<file path="src/rtl/serial_subtractor.sv">
// Bit-serial unsigned subtractor: captures a and b, ripples one borrow bit per
// clock LSB-first, and presents a-b with its final borrow for one done cycle.
module serial_subtractor #(
   parameter int unsigned WIDTH = 8
) (
   input  logic             clk,
   input  logic             rst_n,
   input  logic             start,
   input  logic [WIDTH-1:0] a,
   input  logic [WIDTH-1:0] b,
   output logic             busy,
   output logic             done,
   output logic [WIDTH-1:0] diff,
   output logic             borrow_out
);

   localparam int unsigned CW = (WIDTH > 1) ? $clog2(WIDTH) : 1;
   localparam logic [CW-1:0] LAST = CW'(WIDTH - 1);

   typedef enum logic [1:0] {
      IDLE,
      SHIFT,
      DONE
   } state_t;

   state_t           state;
   state_t           state_next;
   logic [WIDTH-1:0] a_sh;
   logic [WIDTH-1:0] b_sh;
   logic [WIDTH-1:0] res;
   logic [WIDTH-1:0] res_next;
   logic [CW-1:0]    cnt;
   logic             bor;
   logic             d;
   logic             bor_next;

   always_comb begin
      d          = a_sh[0] ^ b_sh[0] ^ bor;
      bor_next   = (~a_sh[0] & b_sh[0]) | (~a_sh[0] & bor) | (b_sh[0] & bor);
      res_next   = {d, res[WIDTH-1:1]};
      state_next = state;
      case (state)
         IDLE:    if (start) state_next = SHIFT;
         SHIFT:   if (cnt == LAST) state_next = DONE;
         DONE:    state_next = IDLE;
         default: state_next = IDLE;
      endcase
   end

   always_ff @(posedge clk or negedge rst_n) begin
      if (!rst_n) state <= IDLE;
      else        state <= state_next;
   end

   // busy/done are registered copies of the next state so they line up with it
   always_ff @(posedge clk or negedge rst_n) begin
      if (!rst_n) begin
         a_sh       <= '0;
         b_sh       <= '0;
         res        <= '0;
         cnt        <= '0;
         bor        <= 1'b0;
         diff       <= '0;
         borrow_out <= 1'b0;
         busy       <= 1'b0;
         done       <= 1'b0;
      end else begin
         busy <= (state_next == SHIFT);
         done <= (state_next == DONE);
         case (state)
            IDLE: begin
               if (start) begin
                  a_sh <= a;
                  b_sh <= b;
                  bor  <= 1'b0;
                  cnt  <= '0;
               end
            end
            SHIFT: begin
               res  <= res_next;
               a_sh <= a_sh >> 1;
               b_sh <= b_sh >> 1;
               bor  <= bor_next;
               cnt  <= cnt + CW'(1);
               if (cnt == LAST) begin
                  diff       <= res_next;
                  borrow_out <= bor_next;
               end
            end
            default: ;
         endcase
      end
   end

endmodule

</file>
<file path="config.mk">
export PLATFORM = sky130hd
export DESIGN_NAME = serial_subtractor
export DESIGN_NICKNAME = d
export VERILOG_FILES = /design/src/rtl/serial_subtractor.sv
export SDC_FILE = /design/constraint.sdc
export NUM_CORES = 1
export LEC_CHECK = 0
export ABC_AREA = 1
export ABC_CLOCK_PERIOD_IN_PS = 1200
export CELL_PAD_IN_SITES_DETAIL_PLACEMENT = 0
export CELL_PAD_IN_SITES_GLOBAL_PLACEMENT = 1
export CORE_UTILIZATION = 30
export CTS_CLUSTER_SIZE = 20
export DETAILED_ROUTE_END_ITERATION = 12
export PLACE_DENSITY_LB_ADDON = 0.12
export REMOVE_ABC_BUFFERS = 1
export SYNTH_ARGS = -nofsm -noshare
export SYNTH_HDL_FRONTEND = slang
export SYNTH_SLANG_ARGS = --single-unit
</file>
<file path="constraint.sdc">
create_clock -name clk -period 1.2 [get_ports clk]
set_clock_uncertainty 0.05 [all_clocks]
set_input_delay 0.24 -clock clk [delete_from_list [all_inputs] [get_ports clk]]
set_output_delay 0.24 -clock clk [all_outputs]
set_load 0.02 [all_outputs]
</file>
**Gate families picked out**

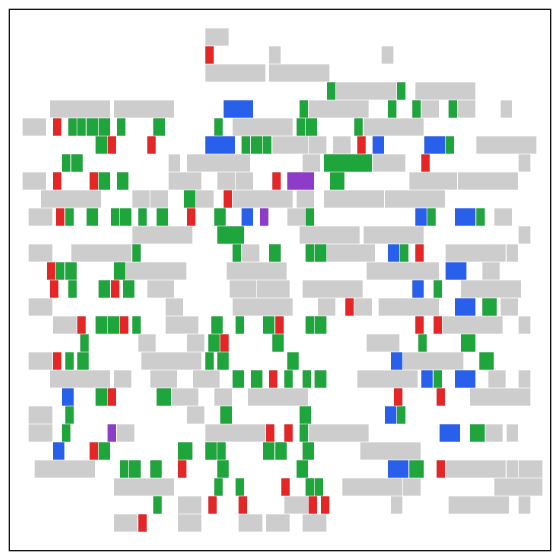
family	color	cells
aoi and oai cells	blue	19
nand cells	green	105
nor cells	purple	3
inv cells	red	39
dominant logic cell type in the layout: nand2_1
Comb/total area: 0.270
Non-Filler Instances: 357

**Where the registers sit**

Scale bar: 20 µm.
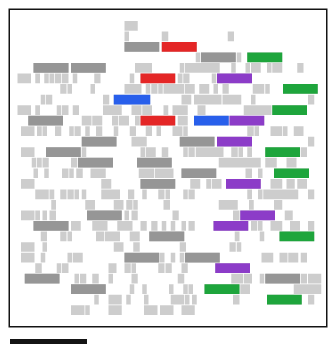
signal	color	flops
cnt	red	3
state	blue	2
diff	green	8
res	purple	7

==> Slide: Implementation Results <==
Flow Results at a Glance

Final timing
  • Total Neg Setup Slack: -0.0632 ns
  • Final worst slack: -0.0214 ns
  • Tightest hold margin: 0.397 ns
  • # setup viols final: 6
  • Max-slew headroom: 0.847

Route
  • Avg WL per Cell: 11.3 µm
  • Initial drt markers: 43

Placed design
  • Placed Area: about 2400 µm²
  • I/O Buffers: 29
  • Worst slack, placed: -0.190 ns

Worst setup path
  • Worst path cell trace: inv_2, fa_1, o21ai_1
  • Crit. path cell count: 3
  • R2R Path End: res[7]$_DFFE_PN0P_

Outcome
  • Outcome: finished, violations left
  • Failing checks: negative setup slack

Synth
  • Ys flops: 40
  • XOR Share, Synth: 0
  • Number of cells in Yosys stat: ~220
  • Ys async rst share: 1.00

Floorplan
  • # Taps: between 70 and 80
  • # rows: 28

Pwr
  • Sequential share of power: 0.345
**Drive-strength map**

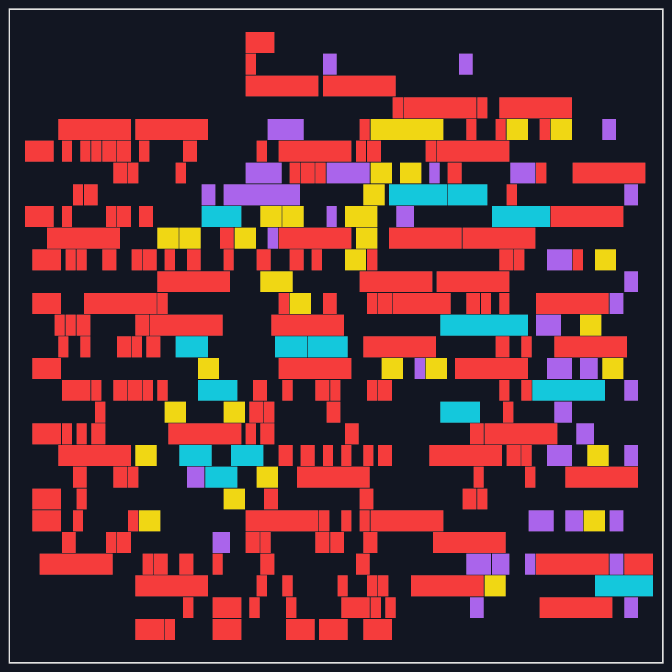
size	color	cells
_6 and larger	cyan	15
_3 and _4 cells	yellow	31
_2 cells	purple	37
_0 and _1 cells	red	199
area grow syn2layout: 38.2%
final worst slack: -0.0214 ns
finished layout cell area: 2630 µm²
number of non-clock buffers in the layout: 65

**Routed metal, one color a layer**

Two of the layers only.
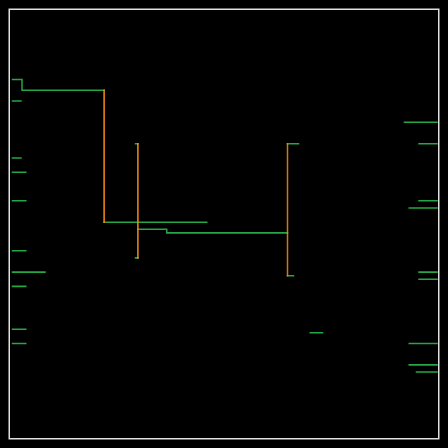
layer	color	wire length
metal 3	green	139 µm
metal 4	orange	72.1 µm

No activity file was given, so power comes from the tool's default toggle rates.
